$ cat config.mk
export PLATFORM = sky130hd
export DESIGN_NAME = regfile_arbiter
export DESIGN_NICKNAME = d
export VERILOG_FILES = /design/src/rtl/regfile_arbiter.sv
export SDC_FILE = /design/constraint.sdc
export NUM_CORES = 1
export LEC_CHECK = 0
export CORE_UTILIZATION = 48
export CTS_CLUSTER_DIAMETER = 30
export CTS_CLUSTER_SIZE = 20
export DETAILED_ROUTE_END_ITERATION = 16
export PLACE_DENSITY = 0.9
export SLEW_MARGIN = 10
export SYNTH_ARGS = -nofsm -noshare
export SYNTH_HDL_FRONTEND = slang
export SYNTH_SLANG_ARGS = --single-unit
export TNS_END_PERCENT = 5
$ cat constraint.sdc
create_clock -name clock_in -period 4.6 [get_ports clock_in]
set_input_delay 0.69 -clock clock_in [delete_from_list [all_inputs] [get_ports clock_in]]
set_output_delay 0.69 -clock clock_in [all_outputs]
set_load 0.05 [all_outputs]
$ cat src/rtl/regfile_arbiter.sv
// regfile_arbiter
//   Two-requester write arbiter in front of a register-file write port, plus
//   a display-address scanner.
//
//   Requester 0 is the CPU writeback path and requester 1 is the board/debug
//   loader. Requester 1 can take the port exclusively by holding req1_lock.
//   One request is accepted per cycle. Each accepted request appears on the
//   write port exactly one cycle later. A request whose address has
//   addr[4:3] != 0 is still accepted, but it produces an addr_err pulse and
//   no write.
//
// Handshake: a requester's request is taken on a rising clock edge only when
//   its valid and its ready are both high at that edge. The ready signals are
//   combinational, mutually exclusive, never high without the matching valid,
//   and held low while reset is asserted.
//
// Ports
//   clock_in                          single clock, all state on posedge
//   rst                               asynchronous reset, active low
//   req0_valid/addr/data, req0_ready  requester 0 write request
//   req1_valid/addr/data/lock,
//   req1_ready                        requester 1 write request and lock
//   regWrite/writeReg/writeData       register-file write port
//   grant_id                          owner of the current regWrite beat
//   addr_err                          one-cycle pulse for a dropped request
//   scan_en, sel_addr, showAddress    display address control
//   lockState                         debug: 1 while the arbiter FSM is in LOCK1
module regfile_arbiter #(
    parameter int SCAN_DIV = 50000000,
    parameter int DATA_W   = 32
) (
    input  logic              clock_in,
    input  logic              rst,
    input  logic              req0_valid,
    input  logic [4:0]        req0_addr,
    input  logic [DATA_W-1:0] req0_data,
    output logic              req0_ready,
    input  logic              req1_valid,
    input  logic [4:0]        req1_addr,
    input  logic [DATA_W-1:0] req1_data,
    input  logic              req1_lock,
    output logic              req1_ready,
    output logic              regWrite,
    output logic [4:0]        writeReg,
    output logic [DATA_W-1:0] writeData,
    output logic              grant_id,
    output logic              addr_err,
    input  logic              scan_en,
    input  logic [2:0]        sel_addr,
    output logic [2:0]        showAddress,
    output logic              lockState
);

    typedef enum logic {
        IDLE  = 1'b0,
        LOCK1 = 1'b1
    } state_t;

    localparam int CNT_W = (SCAN_DIV > 2) ? $clog2(SCAN_DIV) : 1;
    localparam logic [CNT_W-1:0] CNT_LAST = CNT_W'(SCAN_DIV - 1);

    state_t            state;
    state_t            nextState;
    logic              rrPref;      // requester that wins when both are valid
    logic              grant0;
    logic              grant1;
    logic              accept;
    logic [4:0]        acceptAddr;
    logic [DATA_W-1:0] acceptData;
    logic              addrLegal;
    logic [CNT_W-1:0]  scanCnt;

    // ------------------------------------------------------------------
    // FSM: state register
    // ------------------------------------------------------------------
    always_ff @(posedge clock_in or negedge rst) begin
        if (!rst) begin
            state <= IDLE;
        end else begin
            state <= nextState;
        end
    end

    // ------------------------------------------------------------------
    // FSM: next state. The lock is released on the first cycle req1_lock
    // drops, whether or not req1 is presenting a request.
    // ------------------------------------------------------------------
    always_comb begin
        nextState = state;
        case (state)
            IDLE:    if (grant1 && req1_lock) nextState = LOCK1;
            LOCK1:   if (!req1_lock)          nextState = IDLE;
            default: nextState = IDLE;
        endcase
    end

    // ------------------------------------------------------------------
    // FSM: outputs (grants). The lock only takes effect while req1_lock is
    // still high. That lets req0 be granted on the same cycle the lock
    // drops.
    // ------------------------------------------------------------------
    always_comb begin
        grant0 = 1'b0;
        grant1 = 1'b0;
        if (rst) begin
            if (state == LOCK1 && req1_lock) begin
                grant1 = req1_valid;
            end else if (req0_valid && req1_valid) begin
                grant0 = ~rrPref;
                grant1 = rrPref;
            end else begin
                grant0 = req0_valid;
                grant1 = req1_valid;
            end
        end
    end

    assign req0_ready = grant0;
    assign req1_ready = grant1;
    assign lockState  = (state == LOCK1);

    assign accept     = grant0 | grant1;
    assign acceptAddr = grant1 ? req1_addr : req0_addr;
    assign acceptData = grant1 ? req1_data : req0_data;
    assign addrLegal  = (acceptAddr[4:3] == 2'b00);

    // Round-robin pointer: after a grant, prefer the other requester.
    always_ff @(posedge clock_in or negedge rst) begin
        if (!rst) begin
            rrPref <= 1'b0;
        end else if (accept) begin
            rrPref <= ~grant1;
        end
    end

    // ------------------------------------------------------------------
    // Write port. The address, data and id registers only load on a legal
    // accept, so they keep the last beat's values between writes.
    // ------------------------------------------------------------------
    always_ff @(posedge clock_in or negedge rst) begin
        if (!rst) begin
            regWrite  <= 1'b0;
            addr_err  <= 1'b0;
            writeReg  <= '0;
            writeData <= '0;
            grant_id  <= 1'b0;
        end else begin
            regWrite <= accept && addrLegal;
            addr_err <= accept && !addrLegal;
            if (accept && addrLegal) begin
                writeReg  <= acceptAddr;
                writeData <= acceptData;
                grant_id  <= grant1;
            end
        end
    end

    // ------------------------------------------------------------------
    // Display address. While scanning, the address steps every SCAN_DIV
    // cycles. While not scanning, the address follows sel_addr and the
    // counter sits at 0, so scanning resumes from the shown address.
    // ------------------------------------------------------------------
    always_ff @(posedge clock_in or negedge rst) begin
        if (!rst) begin
            scanCnt     <= '0;
            showAddress <= '0;
        end else if (scan_en) begin
            if (scanCnt == CNT_LAST) begin
                scanCnt     <= '0;
                showAddress <= showAddress + 3'd1;
            end else begin
                scanCnt <= scanCnt + 1'b1;
            end
        end else begin
            scanCnt     <= '0;
            showAddress <= sel_addr;
        end
    end

endmodule

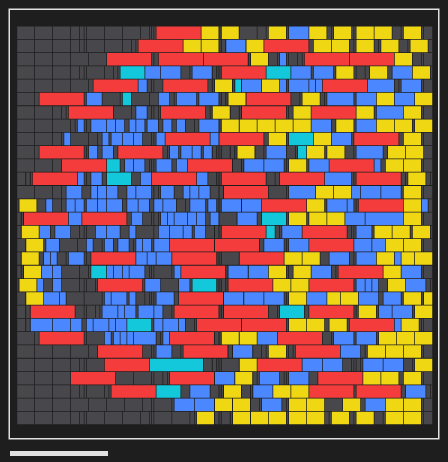
cell_classes.png
Scale bar: 20 um. Fill, decap, tap and diode cells in gray.
- other buffers and delay cells: yellow (cells 130; share of their area 26%)
- all other logic: blue (cells 215; share of their area 34%)
- clock drivers and dummy loads: cyan (cells 16; share of their area 3.8%)
- flip-flops: red (cells 71; share of their area 36%)

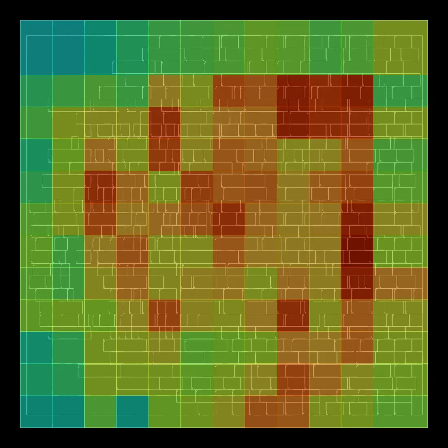
final_congestion.png
met3 Usage GRT: 0.0726
met1 global-route usage: 0.307
overall routing resource usage: 0.266
wire per inst: 18.3 um
post-layout utilization of the core: 0.728

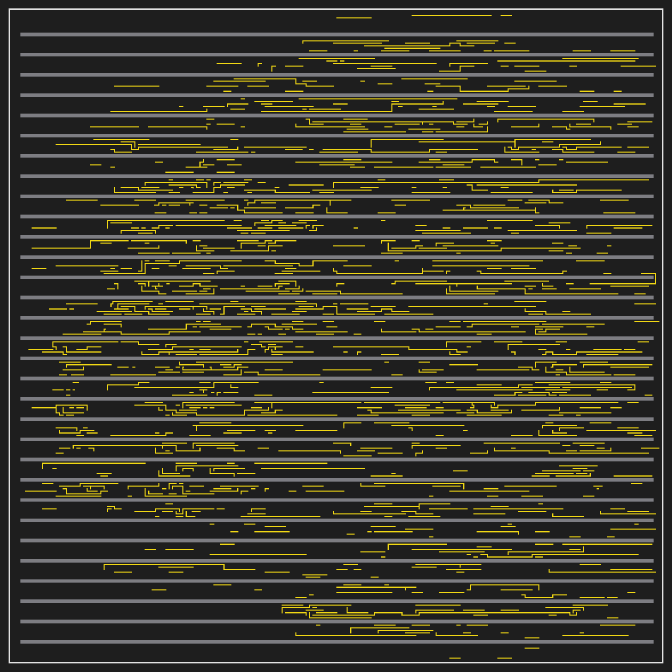
met1.png
Supply wires on this layer in gray.
- main direction: horizontal
- wire length on this layer: 3740 um
- share of all routed wire: 39%
- longest straight run: 27.6 um
- nets with wire on the layer: 453
Via Count: 2883
Post-Route WL: 9.64 mm

==> out/metrics.yaml <==
power_and_ir_drop:
  pwr.group.clock_uw: 491
  comb-power_uw: 936
  power.largest_group: "combinational cells"
  pg_seq_uw: 808
  vdd_ir_drop_max_mv: 0.169
  power_density_mw_per_mm2: 442
  switching_share: 0.392
  sequentialPowerShare: 0.362
  comb_power_share: 0.419
logic_synthesis:
  synth.cellmix.compoundShare: 0.0704
  ys.warnings.count: 0
  yosys_most_used_dff: "dfrtp_1"
  adder_share: 0.00711
  yosys-stat-area_mm2: 0.00352
  synth_flop_count: 71
  yosys.area_share.xor_xnor: 0.0299
  synthesis.instances: 298
  netlist_area_before_placement_mm2: 0.00352
  yosys-mux-area-fraction: 0.231
  synth.comb.largest_family: "multiplexers"
  synth.lib_cells_used.distinct: 39
  edf_count: 0
  synth.yosys.seq_area_share: 0.505
  ys_async_sr_fraction: 1.00
  ys_cells: 298
sta:
  remaining_max_slew_budget_at_the_tightest_pin: 0.360
  timing_worst_slew_pin_value_ps: 959
  rsz0062_at_grt: "false"
  max_clock_freq_mhz: 281
  final.setup.tns_ps: 0
  slew_viol_final: 0
global_route:
  grtUsageMet2: 0.459
  grt_pass1_wl_mm: 15.0
  initial_antenna_violation_count: 0
  grt_start_max_net_pins: 72
  globalRoute.busiestLayer: "met2"
  globalRoute.totalOverflow: 0
die:
  floorplan.rows: 30
  die_area_mm2: 0.00767
  boundaryPins: 129
  floorplan.initialDensity: 0.506
  chipHeight_um: 87.6
  die_width_um: 87.6
  placeableCoreArea_mm2: 0.00694
route:
  dr.first_iter.drc_count: 119
  detail_route_met2_wl_mm: 4.84
  drt_drc_violations_left: 0
  final_ant_viol_nets: 0
  drt_first_pass_iters: 4
  highest_layer: "met4"
  avgViaCountPerCell: 5.46
  met3_wirelength_um: 793
clock_network:
  tritoncts_num_sinks: 71
  cts_buffer_depth: 2
  hold_buffers: 0
  cts-buffers-inserted: 9
  clock_tree.root_cell: "clkbuf_8"
  post_cts_resize_count: 0
  worst_skew_pair.late_latency_ps: 350
  cts_tree: "done"
  htree_num_levels: 3
  cts_setup_buffers: 0
critical_path:
  worst_r2r_path_depth: 4
  crit_required_ps: 3910
  worst_r2r_endpoint: "writeData[11]"
  path_max_fanout: 4
  worstReg2RegStart: "lockState"
  cp-endpoint: "req0_ready"
  reg2reg_setup_slack_ps: 1990
  path_class: "input pin to primary output"
  worstSetupEndpointType: "primary output"
  critical_path.startpoint: "req0_valid"
finish:
  design_area_mm2: 0.00505
  layout.clock_buffers: 10
  inverters: 9
  final.fill_count: 453
  sh_comb_area: 0.325
  multiInputGateArea_mm2: 0.00164
  largest_cell_class: "sequential cells"
  final-clk-cell-share: 0.0374
  nNetsFinal: 512
  synth_to_layout_area_growth_pct: 43.7
  multi_input_comb_cells: 206
  flop-count: 71
  final.signal_buffer_count: 130
  ant_cells: 0
placed_design:
  dp_hpwl_mm: 6.97
  port_buffers: 128
  placed_area_mm2: 0.00486
worst_hold_path:
  min_to: "writeReg[3]"
  hold_critical_path_depth: 2
job:
  openroad.warnings: 26
  timing.max_cap.violations: 0
outcome:
  result_of_the_run: "finished, final reports clean"
sequential cells by signal, indices dropped and copies added, names as in the netlist:
register     count
addr_err         1
grant_id         1
lockState        1
regWrite         1
rrPref           1
scanCnt         26
showAddress      3
writeData       32
writeReg         5
placed cells by master (no fill, tap or decap), types with 6 or more instances in the layout:
cell type        synthesis  routed
a21oi_1                 12      12
clkbuf_8                 0       9
clkdlybuf4s50_1          0     127
dfrtp_1                 71      71
inv_1                    8       8
mux2_2                  64      64
mux2_4                   6       6
nand2_1                 10      10
nand3_1                  8       8
nand4_1                  9       9
nor2_1                  23      23
o21ai_0                 13      13
or3_1                   12      12
xnor2_1                  6       6
xor2_1                   6       6
worst max-delay path: stages:
cell and delay [ps]:
clkdlybuf4s50_1 460, a21bo_1 240, a211oi_1 520, clkdlybuf4s50_1 950
per-stage QoR:
step	total power (uW)	util	setup slack [ps]	hold WS [ps]
final	2230	0.728	1040	510
after global placement	1720	0.701	1260	491
after detailed placement	1750	0.701	1110	496
after global routing	2320	0.728	1030	531
after floorplan	1380	-	1330	394
after CTS	2250	0.728	1110	509
synth_stat cells (2+ instances only):
cell       n  area, um^2
a21oi_1   12        60.1
a31oi_1    2        12.5
and2_1     2        12.5
and3_1     2        12.5
and4_1     5        43.8
buf_2      6        30.0
buf_6      2        22.5
clkbuf_1   3        11.3
dfrtp_1   71        1780
ha_1       2        25.0
inv_1      8        30.0
mux2_2    64         721
mux2_4     6        90.1
nand2_1   10        37.5
nand3_1    8        40.0
nand4_1    9        56.3
nor2_1    23        86.3
nor3_1     3        15.0
nor4b_1    2        17.5
o21ai_0   13        65.1
o31ai_1    3        22.5
or3_1     12        75.1
or4_1      4        30.0
xnor2_1    6        52.6
xor2_1     6        52.6
No activity file was given, so power comes from the tool's default toggle rates.
